`src/rtl/mips_data_stall_bridge.sv`:
```
// rtl/mips_data_stall_bridge.sv - core data port to req/ack memory bridge with core clock-enable stall
module mips_data_stall_bridge #(
    parameter int          TIMEOUT  = 16,
    parameter logic [31:0] ERR_DATA = 32'hDEAD_BEEF
) (
    input  logic        clk,
    input  logic        reset,
    input  logic        run_enable,
    output logic        cpu_clk_enable,
    input  logic [31:0] data_address,
    input  logic        data_read,
    input  logic        data_write,
    input  logic [31:0] data_writedata,
    output logic [31:0] data_readdata,
    output logic        mem_req,
    output logic        mem_we,
    output logic [29:0] mem_addr,
    output logic [31:0] mem_wdata,
    input  logic        mem_ack,
    input  logic [31:0] mem_rdata,
    output logic        err
);

    localparam int CW = (TIMEOUT < 1) ? 1 : $clog2(TIMEOUT + 1);

    typedef enum logic [1:0] {IDLE, WAIT, DONE} state_t;

    state_t        state;
    logic [CW-1:0] cnt;
    logic [31:0]   rdata_q;
    logic          req;

    assign req            = data_read | data_write;
    assign data_readdata  = rdata_q;
    // The core must drive data_read/data_write from its own registers: this path is combinational.
    assign cpu_clk_enable = run_enable & (((state == IDLE) & ~req) | (state == DONE));

    always_ff @(posedge clk) begin
        if (reset) begin
            state     <= IDLE;
            cnt       <= '0;
            rdata_q   <= '0;
            err       <= 1'b0;
            mem_req   <= 1'b0;
            mem_we    <= 1'b0;
            mem_addr  <= '0;
            mem_wdata <= '0;
        end else begin
            case (state)
                IDLE: begin
                    if (req) begin
                        if (data_address[1:0] != 2'b00) begin
                            err     <= 1'b1;
                            rdata_q <= ERR_DATA;
                            state   <= DONE;
                        end else begin
                            mem_addr  <= data_address[31:2];
                            mem_wdata <= data_writedata;
                            mem_we    <= data_write;
                            mem_req   <= 1'b1;
                            cnt       <= CW'(TIMEOUT);
                            state     <= WAIT;
                            // Simultaneous read and write proceeds as a write but is flagged.
                            if (data_read & data_write)
                                err <= 1'b1;
                        end
                    end
                end
                WAIT: begin
                    if (mem_ack) begin
                        if (!mem_we)
                            rdata_q <= mem_rdata;
                        mem_req <= 1'b0;
                        state   <= DONE;
                    end else if (cnt <= CW'(1)) begin
                        err     <= 1'b1;
                        rdata_q <= ERR_DATA;
                        cnt     <= '0;
                        mem_req <= 1'b0;
                        state   <= DONE;
                    end else begin
                        cnt <= cnt - CW'(1);
                    end
                end
                DONE: begin
                    if (run_enable)
                        state <= IDLE;
                end
                default: state <= IDLE;
            endcase
        end
    end

endmodule

```
`config.mk`:
```
export PLATFORM = sky130hd
export DESIGN_NAME = mips_data_stall_bridge
export DESIGN_NICKNAME = d
export VERILOG_FILES = /design/src/rtl/mips_data_stall_bridge.sv
export SDC_FILE = /design/constraint.sdc
export NUM_CORES = 1
export LEC_CHECK = 0
export CAP_MARGIN = 20
export CORE_UTILIZATION = 40
export DETAILED_ROUTE_END_ITERATION = 10
export GPL_TIMING_DRIVEN = 0
export PLACE_DENSITY = 0.89
export SLEW_MARGIN = 20
export SYNTH_ARGS = -nofsm -noshare
export SYNTH_HDL_FRONTEND = slang
export SYNTH_SLANG_ARGS = --single-unit
```
`constraint.sdc`:
```
create_clock -name clk -period 2 [get_ports clk]
set_input_delay 0.4 -clock clk [delete_from_list [all_inputs] [get_ports clk]]
set_output_delay 0.4 -clock clk [all_outputs]
set_load 0.02 [all_outputs]
```
==> results.py, run 1 <==
# Auto-generated metrics
metrics = {
    "yosys": {
        "ys_ff": 104,
        "ys_types": 38,
        "synthesis.nets": 596,
        "post_synth.cell_area_avg_sq_um": 8.43,
        "fraction_of_the_yosys_area_taken_by_sequential_cells_pct": 50.2,
        "prevailing_post_synth_register_cell": "sky130_fd_sc_hd__dfxtp_1",
        "synth-async-reset-ratio_pct": 0,
        "yosysWarnings": 0,
        "syn_inst": 492,
        "ys_cells": 492,
        "ys_area_sq_mm": 0.00415,
        "syn_area_sq_mm": 0.00415,
        "synth-edff-count": 0,
    },
    "floorplan": {
        "dieHeight_microns": 104,
        "fp.dieArea_sq_mm": 0.0108,
        "initial_utilization_pct": 41.8,
        "floorplan.die.width_microns": 104,
        "pin_count": 200,
        "rows": 36,
        "placeableCoreArea_sq_mm": 0.00991,
    },
    "cells_and_area": {
        "nets": 809,
        "layout-drive-gt1-share_pct": 10.1,
        "finalInstanceArea_sq_mm": 0.00655,
        "antenna-diode-count": 0,
        "postLayoutCoreUtil_pct": 66.1,
        "most_instantiated_logic_cell_after_routing": "sky130_fd_sc_hd__clkdlybuf4s50_1",
        "flow.area_growth_from_synthesis_pct": 58.1,
        "most_frequently_placed_logic_cells_in_the_final_layout": "sky130_fd_sc_hd__clkdlybuf4s50_1 (195), sky130_fd_sc_hd__nand2_1 (126), sky130_fd_sc_hd__dfxtp_1 (103)",
        "finish.cell_count_without_fillers": 843,
    },
    "placed_design": {
        "placed_area_sq_mm": 0.00629,
        "finalWeightedCongestion": 0.908,
        "hpwl_reported_at_the_end_of_detailed_placement_mm": 9.39,
        "post-place-cells": 823,
        "placement.io_buffers": 198,
    },
    "job": {
        "drv_cap": 0,
        "stage_log_warnings": 27,
    },
    "pwr": {
        "power_report.internal_total_mw": 3.18,
        "power.combinational.fraction_pct": 23.3,
        "peakVddDrop_mv": 0.436,
        "power_total_mw": 4.47,
        "clk_network_pwr_share_pct": 26.1,
        "seqPwrFrac_pct": 50.7,
        "switching_share_pct": 28.9,
        "cellPowerDensity_mw_per_mm2": 683,
        "power_leakage_nw": 2.28,
        "p_switching_mw": 1.29,
    },
    "final_timing": {
        "fmax_mhz": 511,
        "final_period_minus_worst_setup_slack_ps": 1960,
        "worstMarginPinSlew_ps": 745,
        "number_of_failing_setup_endpoints_in_the_final_timing_report": 0,
        "clock_skew_ps": 13.0,
        "final_max_slew_viol_count": 0,
        "hold_violations": 0,
        "slew-limit-headroom_pct": 50.3,
        "fin_crit_sh_pct": 97.8,
        "grt_setup_unrepaired": "no",
        "setup_tns_ps": 0,
    },
    "route": {
        "viasPerCell": 5.03,
        "drt-pass1-iter-count": 5,
        "wire_per_inst_microns": 14.9,
        "drcViolationCount": 0,
        "initialDrtViolationCount": 117,
        "antenna_violating_nets_post_route": 0,
    },
    "global_route": {
        "grt_max_degree": 18,
        "number_of_antenna_violations_at_the_first_check_in_global_routing": 0,
        "grt_first_pass_wirelength_mm": 20.4,
        "number_of_global_route_vias_before_repair": 4338,
        "overflow": 0,
        "grt.total_usage_pct": 23.3,
    },
    "min_path": {
        "timing.hold.worst.class": "flip-flop to flip-flop",
    },
    "cts": {
        "cts_hold_buf": 0,
        "cts_tree": "built",
        "number_of_resized_instances_in_the_post_cts_repair_step": 9,
        "clock_tree.htree_level_count": 3,
        "worst_setup_hold_path_clk_slew_ps": 100,
        "numCtsBuffers": 9,
        "cts-root-buf": "sky130_fd_sc_hd__clkbuf_8",
        "cts-root-to-sink-buffers": 2,
        "numClockSinks": 104,
        "postCtsSetupRepairBufs": 3,
    },
    "setup_path": {
        "max_fanout_on_critical_path": 5,
        "worst_setup_path_end_kind": "output pin",
        "timing.critical_path.from_type": "primary input",
        "worstPathRequired_ps": 1600,
        "criticalPathCategory": "primary input to output pin",
        "worst_ep_arrival_time_ps": 1560,
    },
    "run_status": {
        "outcome": "finished, final reports clean",
    },
}
==> run 1: final cells by class <==
| cell class | instances | area (sq um) |
|---|---|---|
| sequential | 104 | 2080 |
| timing repair buffer | 204 | 2030 |
| buffer | 37 | 214 |
| inverter | 5 | 18.8 |
| clock buffer | 10 | 128 |
| tap | 133 | 166 |
| fill | 798 | 3360 |
| multi-input combinational | 344 | 1870 |
| clock inverter | 6 | 42.5 |
==> run 1: synth_stat cells (3+ instances only) <==
master | count | area (sq um)
sky130_fd_sc_hd__dfxtp_1 | 104 | 2080
sky130_fd_sc_hd__nand3_1 | 10 | 50.1
sky130_fd_sc_hd__clkbuf_1 | 24 | 90.1
sky130_fd_sc_hd__nor2_1 | 31 | 116
sky130_fd_sc_hd__nand2b_1 | 9 | 56.3
sky130_fd_sc_hd__nand2_1 | 126 | 473
sky130_fd_sc_hd__a211oi_2 | 22 | 275
sky130_fd_sc_hd__o21ai_0 | 10 | 50.1
sky130_fd_sc_hd__buf_2 | 7 | 35.0
sky130_fd_sc_hd__nor3b_1 | 9 | 67.6
sky130_fd_sc_hd__a211oi_1 | 3 | 22.5
sky130_fd_sc_hd__nor3_1 | 3 | 15.0
sky130_fd_sc_hd__inv_1 | 5 | 18.8
sky130_fd_sc_hd__buf_6 | 8 | 90.1
sky130_fd_sc_hd__a21oi_1 | 93 | 465
==> run 1: routing by layer <==
metal / GRT usage [%] / vias to the layer above / wire length [microns]
met5: 0 / - / 0
met4: 6.73 / 0 / 121
met3: 8.24 / 10 / 1000
met2: 42.8 / 170 / 6490
met1: 25.0 / 1974 / 4930
li1: - / 2088 / -
==> run 1: logic make-up after synthesis <==
kind of cell	count (synthesis)	share of synthesized area, %
simple gates	199	20.9
compound gates	140	21.8
flops	104	50.2
buf+inv	44	5.64
mux	3	0.785
fa+ha+maj	2	0.604
==> run 1: path summary, 6_finish.rpt <==
path	from	end	slack (ps)	cells past startpoint
min	mem_wdata[27]	mem_wdata[27]	460	2
min reg2reg	mem_wdata[27]	mem_wdata[27]	460	2
max	data_write	cpu_clk_enable	40	4
max reg2reg	cnt[1]	data_readdata[25]	100	7
==> run 1: metrics by stage <==
step | worst slack (ps) | hold WS [ps]
CTS | 10.6 | 462
global route | 8.90 | 479
detailed placement | -470 | 448
floorplan | 235 | 499
global placement | -426 | 441
finish | 43.9 | 456
==> run 1: power groups by stage <==
stage	clock network [mW]	registers [mW]	logic (mW)
final	1.17	2.27	1.04
after global routing	1.30	2.28	1.11
after CTS	1.21	2.26	1.04
after detailed placement	0	2.31	1.02
after global placement	0	2.30	1.00
after floorplan	0	2.44	0.358
==> run 1: flip-flops by register name, indices dropped and copies added, names as in the netlist <==
| name | flops |
|---|---|
| data_readdata | 32 |
| mem_wdata | 32 |
| mem_addr | 30 |
| cnt | 5 |
| state | 2 |
| err | 1 |
| mem_req | 1 |
| mem_we | 1 |
==> run 1: worst max-delay path: stages <==
cell and delay [ps]:
sky130_fd_sc_hd__clkdlybuf4s50_1 600, sky130_fd_sc_hd__nor2_4 70, sky130_fd_sc_hd__o211a_1 220, sky130_fd_sc_hd__clkdlybuf4s15_2 260
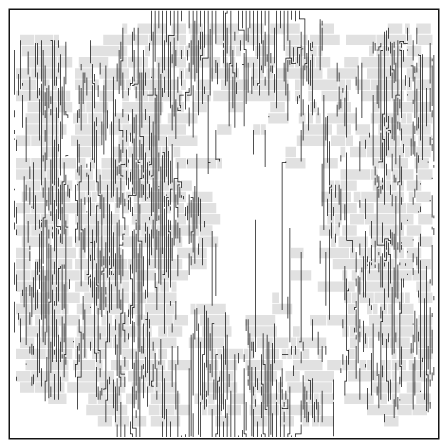
run_1/met2.png
Cells faint in the background.
The layer holds 52% of the routed length. The wires run mostly vertical. The longest straight run is 41.1 microns. 697 nets have wire on it.
GR Util met2: 42.8%
routed wire length: 12.5 mm
total number of vias: 4242

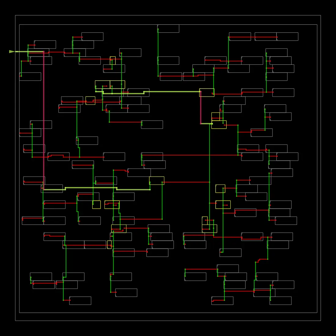
run_1/final_clocks.png
Clock Latency Late Sink: 350 ps
layout clock buffer count: 10

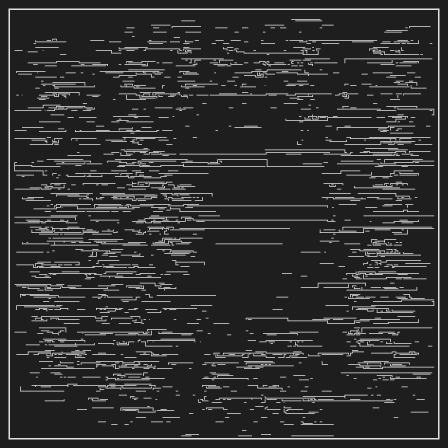
run_1/met1.png
The layer holds 39% of the routed length. The wires run mostly horizontal. 700 nets have wire on it. The layer carries 4930 microns of wire.
met1 routing resource usage after global routing: 25.0%

run_1/metal_stack.png
Two of the layers only.
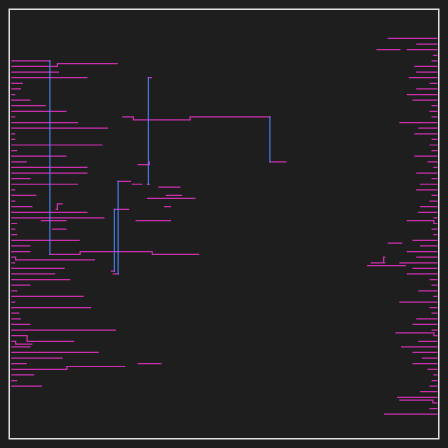

==> run 2, diff against run 1 <==
--- a/config.mk
+++ b/config.mk
@@ -6,6 +6,7 @@
 export NUM_CORES = 1
 export LEC_CHECK = 0
 export CAP_MARGIN = 20
+export CORE_MARGIN = 2
 export CORE_UTILIZATION = 40
 export DETAILED_ROUTE_END_ITERATION = 10
 export GPL_TIMING_DRIVEN = 0
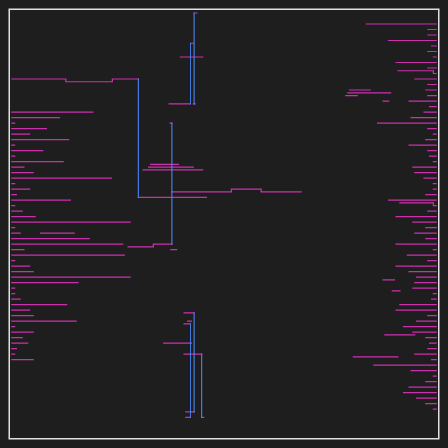
run_2/metal_stack.png
Two of the layers only.
Key: magenta = met3 [wire length 923 microns]; blue = met4 [wire length 160 microns]
per-cell routed wire length: 14.6 microns
overall fraction of global-route tracks in use: 21.7%
routed wire length: 12.3 mm

==> results.py, run 2 <==
# Auto-generated metrics
metrics = {
    "setup_path": {
        "criticalPathCategory": "primary input to output pin",
        "reg2reg_setup_slack_ps": 130,
        "crit_start": "data_write",
        "cp.depth": 4,
        "worstPathRequired_ps": 1600,
        "worst_ep_arrival_time_ps": 1540,
        "timing.critical_path.cells": "clkdlybuf4s50_1 > nor2_4 > o211a_1 > clkdlybuf4s15_2",
        "slowest_stage_delay_on_critical_path_ps": 590,
        "crit_path_top_delay_cell": "sky130_fd_sc_hd__clkdlybuf4s50_1",
        "max_fanout_on_critical_path": 5,
        "worst_setup_path_end_kind": "output pin",
        "critical_path.endpoint": "cpu_clk_enable",
        "reg2reg_from": "cnt[1]",
        "worst-r2r-cell-count": 7,
        "timing.critical_path.buf_inv": 2,
    },
    "cells_and_area": {
        "postLayoutCoreUtil_pct": 64.4,
        "layout-drive-gt1-share_pct": 10.3,
        "fillCellCount": 822,
        "most_frequently_placed_logic_cells_in_the_final_layout": "sky130_fd_sc_hd__clkdlybuf4s50_1 (196), sky130_fd_sc_hd__nand2_1 (126), sky130_fd_sc_hd__dfxtp_1 (103)",
        "most_instantiated_logic_cell_after_routing": "sky130_fd_sc_hd__clkdlybuf4s50_1",
        "nets": 806,
        "antenna-diode-count": 0,
        "flow.area_growth_from_synthesis_pct": 58.3,
        "finish.cell_count_without_fillers": 843,
    },
    "yosys": {
        "ys_top_cells_by_count": "sky130_fd_sc_hd__nand2_1 (126), sky130_fd_sc_hd__dfxtp_1 (104), sky130_fd_sc_hd__a21oi_1 (93)",
        "yosys.area.top_type": "sky130_fd_sc_hd__dfxtp_1",
        "ys_types": 38,
        "synth-async-reset-ratio_pct": 0,
        "fraction_of_the_yosys_area_taken_by_sequential_cells_pct": 50.2,
        "post-synth-top-area-fraction_pct": 50.2,
        "yosysWarnings": 0,
        "ys_ff": 104,
        "syn_inst": 492,
        "synth.most_common_cell": "sky130_fd_sc_hd__nand2_1",
        "ys_area_sq_mm": 0.00415,
        "prevailing_post_synth_register_cell": "sky130_fd_sc_hd__dfxtp_1",
        "synthesis.nets": 596,
        "ys_cells": 492,
        "post_synth.cell_area_avg_sq_um": 8.43,
        "syn_area_sq_mm": 0.00415,
        "synth-edff-count": 0,
    },
    "final_timing": {
        "final_max_slew_viol_count": 0,
        "worstMarginPinSlew_ps": 712,
        "whs_ps": 459,
        "fin_crit_sh_pct": 96.9,
        "grt_setup_unrepaired": "no",
        "clock_skew_ps": 11.9,
        "hold_violations": 0,
        "fmax_mhz": 516,
        "number_of_failing_setup_endpoints_in_the_final_timing_report": 0,
    },
    "global_route": {
        "number_of_global_route_vias_before_repair": 4258,
        "number_of_antenna_violations_at_the_first_check_in_global_routing": 0,
        "grt_first_pass_wirelength_mm": 19.7,
        "grt_max_degree": 20,
        "overflow": 0,
    },
    "job": {
        "drv_cap": 0,
        "stage_log_warnings": 27,
    },
    "floorplan": {
        "placeableCoreArea_sq_mm": 0.0102,
        "fp.dieArea_sq_mm": 0.0112,
        "pin_count": 200,
        "initial_utilization_pct": 40.7,
        "rows": 37,
    },
    "cts": {
        "insertion_delay_ps": 350,
        "cts-root-buf": "sky130_fd_sc_hd__clkbuf_8",
        "cts-root-to-sink-buffers": 2,
        "numCtsBuffers": 9,
        "cts_tree": "built",
        "clock_tree.htree_level_count": 3,
    },
    "pwr": {
        "seqPwrFrac_pct": 48.6,
        "p_switching_mw": 1.32,
        "peakVddDrop_mv": 0.431,
        "clk_network_pwr_share_pct": 29.1,
        "power_leakage_nw": 2.29,
        "switching_share_pct": 28.5,
        "power.combinational.fraction_pct": 22.3,
        "power_report.internal_total_mw": 3.33,
    },
    "placed_design": {
        "post-place-cells": 826,
        "placement.io_buffers": 198,
        "hpwl_reported_at_the_end_of_detailed_placement_mm": 9.40,
        "finalWeightedCongestion": 0.805,
    },
    "route": {
        "drcViolationCount": 0,
        "routed-via-count": 4208,
        "antenna_violating_nets_post_route": 0,
        "drt-pass1-iter-count": 6,
        "initialDrtViolationCount": 234,
    },
    "run_status": {
        "outcome": "finished, final reports clean",
    },
    "min_path": {
        "timing.hold.worst.class": "flip-flop to flip-flop",
    },
}
## run 2: cell families (layout without fill, tap and decap cells)
group / after synthesis / in the layout / share of synthesized area (%)
muxes: 3 / 3 / 0.785
buffers and inverters: 44 / 259 / 5.64
DFF: 104 / 104 / 50.2
and+or+nand+nor: 199 / 199 / 20.9
AOI/OAI and AO/OA: 140 / 140 / 21.8
adders and majority gates: 2 / 2 / 0.604
## run 2: through the flow
| stage | setup WS, ps | cell area (sq um) | setup TNS [ps] |
|---|---|---|---|
| 2_1_floorplan | 235 | 4150 | 0 |
| 3_3_place_gp | -426 | 6300 | -26640 |
| 3_5_place_dp | -430 | 6300 | -31320 |
| 4_1_cts | 20.8 | 6540 | 0 |
| 5_1_grt | 2.23 | 6560 | 0 |
| 6_report | 61.2 | 6560 | 0 |
## run 2: layout make-up
cell class,count,area [sq um],share of cell area (%)
Buffer,38,224,3.41
Clock buffer,9,124,1.89
Clock inverter,7,86.3,1.32
Inverter,5,18.8,0.286
Multi-Input combinational cell,344,1850,28.2
Sequential cell,104,2080,31.8
Tap cell,136,170,2.59
Timing Repair Buffer,200,2000,30.5
## run 2: timing repair
action | CTS | global route
endpoints found under the setup margin | 15 | 81
pin swaps | 1 | 4
buffers inserted | 1 | 1
gates cloned | 0 | 0
hold endpoints to repair | 0 | 0
hold buffers | 0 | 0
resized | 9 | 17
## run 2: worst min path at each step
stage	endpoint	cells past startpoint	start
2_1_floorplan	cnt[1]	2	cnt[1]
3_3_place_gp	mem_wdata[25]	2	mem_wdata[25]
3_5_place_dp	mem_wdata[13]	2	mem_wdata[13]
4_1_cts	mem_wdata[13]	2	mem_wdata[13]
5_1_grt	mem_addr[25]	2	mem_addr[25]
6_report	mem_wdata[13]	2	mem_wdata[13]
## run 2: power groups by stage
stage / combinational (mW) / clock [mW] / sequential [mW]
after floorplan: 0.358 / 0 / 2.44
after global placement: 1.00 / 0 / 2.30
after detailed placement: 1.03 / 0 / 2.31
after CTS: 1.03 / 1.41 / 2.26
after global routing: 1.11 / 1.48 / 2.28
final: 1.04 / 1.35 / 2.26
## run 2: routing by layer
| metal | wire length (microns) | vias to the layer above | share of wire (%) | track usage [%] |
|---|---|---|---|---|
| met5 | 0 | - | 0 | 0 |
| met4 | 159 | 0 | 1.3 | 6.95 |
| met3 | 923 | 15 | 7.5 | 6.12 |
| met2 | 6210 | 169 | 51 | 38.8 |
| met1 | 4980 | 1939 | 41 | 24.8 |
| li1 | - | 2085 | - | - |
## run 2: worst register-to-register path: cells and delay by family, from the launching register on
kind                       cells  cell delay (ps)
AOI/OAI and AO/OA              3              840
DFF                            1              340
and+or+nand+nor                1              230
buffers and inverters          2              220
adders and majority gates      1              170
run_2/met2.png
Cells faint in the background.
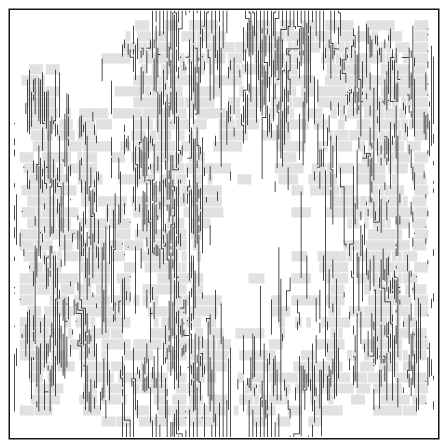

==> run 3, diff against run 2 <==
--- a/config.mk
+++ b/config.mk
@@ -6,11 +6,11 @@
 export NUM_CORES = 1
 export LEC_CHECK = 0
 export CAP_MARGIN = 20
-export CORE_MARGIN = 2
-export CORE_UTILIZATION = 40
+export CORE_MARGIN = 4
+export CORE_UTILIZATION = 37
 export DETAILED_ROUTE_END_ITERATION = 10
 export GPL_TIMING_DRIVEN = 0
-export PLACE_DENSITY = 0.89
+export PLACE_DENSITY = 0.87
 export SLEW_MARGIN = 20
 export SYNTH_ARGS = -nofsm -noshare
 export SYNTH_HDL_FRONTEND = slang
==> constraint.sdc (replaced) <==
create_clock -name clk -period 1.6 [get_ports clk]
set_input_delay 0.32 -clock clk [delete_from_list [all_inputs] [get_ports clk]]
set_output_delay 0.32 -clock clk [all_outputs]
set_load 0.02 [all_outputs]
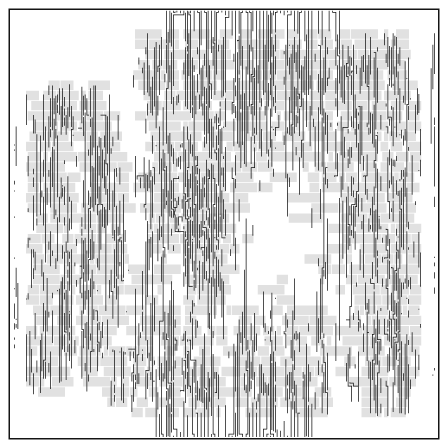
run_3/met2.png
Cells faint in the background.
The longest straight run is 45.2 microns. 765 nets have wire on it.
total number of vias: 4545
routed wire length: 15.8 mm
GR Util met2: 35.1%

==> results.py, run 3 <==
# Auto-generated metrics
metrics = {
    "run_status": {
        "outcome": "finished, violations left",
        "failing_checks": "setup timing",
    },
    "cts": {
        "cts_hold_buf": 0,
        "worst_setup_hold_path_clk_slew_ps": 100,
        "insertion_delay_ps": 360,
        "clock_tree.htree_level_count": 3,
        "cts_tree": "built",
        "numClockSinks": 104,
        "cts-root-buf": "sky130_fd_sc_hd__clkbuf_8",
        "numCtsBuffers": 9,
        "cts-root-to-sink-buffers": 2,
    },
    "global_route": {
        "grt.total_usage_pct": 19.8,
        "overflow": 0,
        "number_of_antenna_violations_at_the_first_check_in_global_routing": 1,
        "grt_first_pass_wirelength_mm": 20.9,
        "grt_max_degree": 19,
        "number_of_global_route_vias_before_repair": 4403,
    },
    "final_timing": {
        "number_of_failing_setup_endpoints_in_the_final_timing_report": 96,
        "slew-limit-headroom_pct": 50.4,
        "final_max_slew_viol_count": 0,
        "hold_violations": 0,
        "fin_crit_sh_pct": 113,
        "fmax_mhz": 554,
        "worstMarginPinSlew_ps": 744,
        "setup_ws_ps": -206,
        "grt_setup_unrepaired": "yes",
        "final_period_minus_worst_setup_slack_ps": 1810,
        "clock_skew_ps": 9.32,
    },
    "cells_and_area": {
        "layout-drive-gt1-share_pct": 34.6,
        "most_frequently_placed_logic_cells_in_the_final_layout": "sky130_fd_sc_hd__dfxtp_1 (100), sky130_fd_sc_hd__dlygate4sd2_1 (100), sky130_fd_sc_hd__clkdlybuf4s50_1 (96)",
        "flow.area_growth_from_synthesis_pct": 89.8,
        "finalInstanceArea_sq_mm": 0.00787,
        "fillCellCount": 770,
        "nets": 831,
    },
    "setup_path": {
        "timing.critical_path.cells": "inv_4 > ha_4 > o21bai_4 > a221o_1 > and2_4 > buf_8 > a211oi_2",
        "crit_path_top_delay_cell": "sky130_fd_sc_hd__dfxtp_4",
        "criticalPathCategory": "flip-flop to flip-flop",
        "worst_ep_arrival_time_ps": 2080,
        "worst_setup_path_end_kind": "flip-flop",
        "slowest_stage_delay_on_critical_path_ps": 380,
        "timing.critical_path.from_type": "flip-flop",
        "max_fanout_on_critical_path": 10,
        "worstPathRequired_ps": 1880,
    },
    "floorplan": {
        "rows": 38,
        "fp.dieArea_sq_mm": 0.0130,
        "floorplan.die.width_microns": 114,
        "initial_utilization_pct": 38.1,
        "pin_count": 200,
        "dieHeight_microns": 114,
        "placeableCoreArea_sq_mm": 0.0109,
    },
    "pwr": {
        "cellPowerDensity_mw_per_mm2": 813,
        "peakVddDrop_mv": 0.523,
        "power_leakage_nw": 3.37,
        "power_total_mw": 6.39,
    },
    "yosys": {
        "ys_cells": 492,
        "post-synth-top-area-fraction_pct": 50.2,
        "ys_area_sq_mm": 0.00415,
        "synthesis.nets": 596,
        "ys_ff": 104,
        "yosysWarnings": 0,
        "ys_top_cells_by_count": "sky130_fd_sc_hd__nand2_1 (126), sky130_fd_sc_hd__dfxtp_1 (104), sky130_fd_sc_hd__a21oi_1 (93)",
        "synth-edff-count": 0,
        "synth.most_common_cell": "sky130_fd_sc_hd__nand2_1",
        "syn_area_sq_mm": 0.00415,
        "synth.top_cells.by_area": "sky130_fd_sc_hd__dfxtp_1 (50%), sky130_fd_sc_hd__nand2_1 (11%), sky130_fd_sc_hd__a21oi_1 (11%)",
        "prevailing_post_synth_register_cell": "sky130_fd_sc_hd__dfxtp_1",
        "synth-async-reset-ratio_pct": 0,
        "fraction_of_the_yosys_area_taken_by_sequential_cells_pct": 50.2,
        "syn_inst": 492,
        "yosys.area.top_type": "sky130_fd_sc_hd__dfxtp_1",
        "post_synth.cell_area_avg_sq_um": 8.43,
        "ys_types": 38,
    },
    "route": {
        "antenna_violating_nets_post_route": 0,
        "initialDrtViolationCount": 319,
        "viasPerCell": 5.21,
        "wire_per_inst_microns": 18.1,
        "drt-pass1-iter-count": 4,
        "drcViolationCount": 0,
    },
    "job": {
        "stage_log_warnings": 30,
        "drv_cap": 0,
    },
    "min_path": {
        "timing.hold.worst.class": "primary input to flip-flop",
    },
    "placed_design": {
        "hpwl_reported_at_the_end_of_detailed_placement_mm": 9.99,
        "finalWeightedCongestion": 0.833,
        "placement.io_buffers": 198,
        "placed_area_sq_mm": 0.00634,
    },
}
-- run 3: through the flow --
step                hold slack [ps]  utilization, %  instances  setup TNS [ps]  worst slack [ps]
finish                          428            72.3        873          -12180              -206
global route                    440            72.3        873          -16850              -261
CTS                             394            61.6        853           -8110              -183
detailed placement              447            58.2        830          -64040              -709
global placement                443            58.2        830          -58570              -653
floorplan                       456               -        492           -3470              -136
-- run 3: per-layer routing --
layer / global-route usage, % / share of wire (%) / routed length [microns]
met2: 35.1 / 51 / 8040
met5: 0 / 0 / 0
met1: 21.9 / 39 / 6200
met4: 8.00 / 2.9 / 452
met3: 6.10 / 7.2 / 1140
-- run 3: kinds of logic after synthesis --
logic type               Yosys count  synth area share (%)
AND-OR/OR-AND                    140                  21.8
buffers and inverters             44                  5.64
AND/OR/NAND/NOR                  199                  20.9
multiplexers                       3                 0.785
flip-flops                       104                  50.2
adder cells (fa/ha/maj)            2                 0.604
-- run 3: final timing paths --
path,startpoint,to,slack (ps),cells past startpoint
worst min register to register,mem_addr[18],mem_addr[18],460,2
worst min-delay path,reset,data_readdata[8],430,3
worst max register to register,cnt[1],data_readdata[15],-210,7
worst max-delay path,cnt[1],data_readdata[15],-210,7
-- run 3: area by class of cell --
type | count | area [sq um] | area share (%)
multi-input combinational | 344 | 2750 | 34.9
inverter | 5 | 21.3 | 0.270
clock inverter | 7 | 101 | 1.29
clock buffer | 9 | 124 | 1.57
buffer | 37 | 319 | 4.05
tap | 140 | 175 | 2.23
timing repair buffer | 226 | 2280 | 29.0
antenna | 1 | 2.50 | 0.0318
sequential | 104 | 2090 | 26.6
-- run 3: power breakdown --
group / internal, mW / leakage (nW) / switching, mW
combinational: 0.817 / 2.40 / 0.861
clock: 0.902 / 0.112 / 0.961
sequential: 2.74 / 0.853 / 0.116
-- run 3: timing repair --
item | CTS | global route
buffers inserted | 7 | 10
setup endpoints to repair | 197 | 100
gates resized | 151 | 226
gates cloned | 1 | 10
pin swaps | 5 | 101
hold endpoints to repair | 0 | 0
-- run 3: critical path: cells and delay by family (launching register included) --
kind / cells / cell delay (ps)
AND-OR/OR-AND: 3 / 760
buffers and inverters: 2 / 220
AND/OR/NAND/NOR: 1 / 220
flip-flops: 1 / 380
adder cells (fa/ha/maj): 1 / 140
Power and IR drop assume default switching activity.
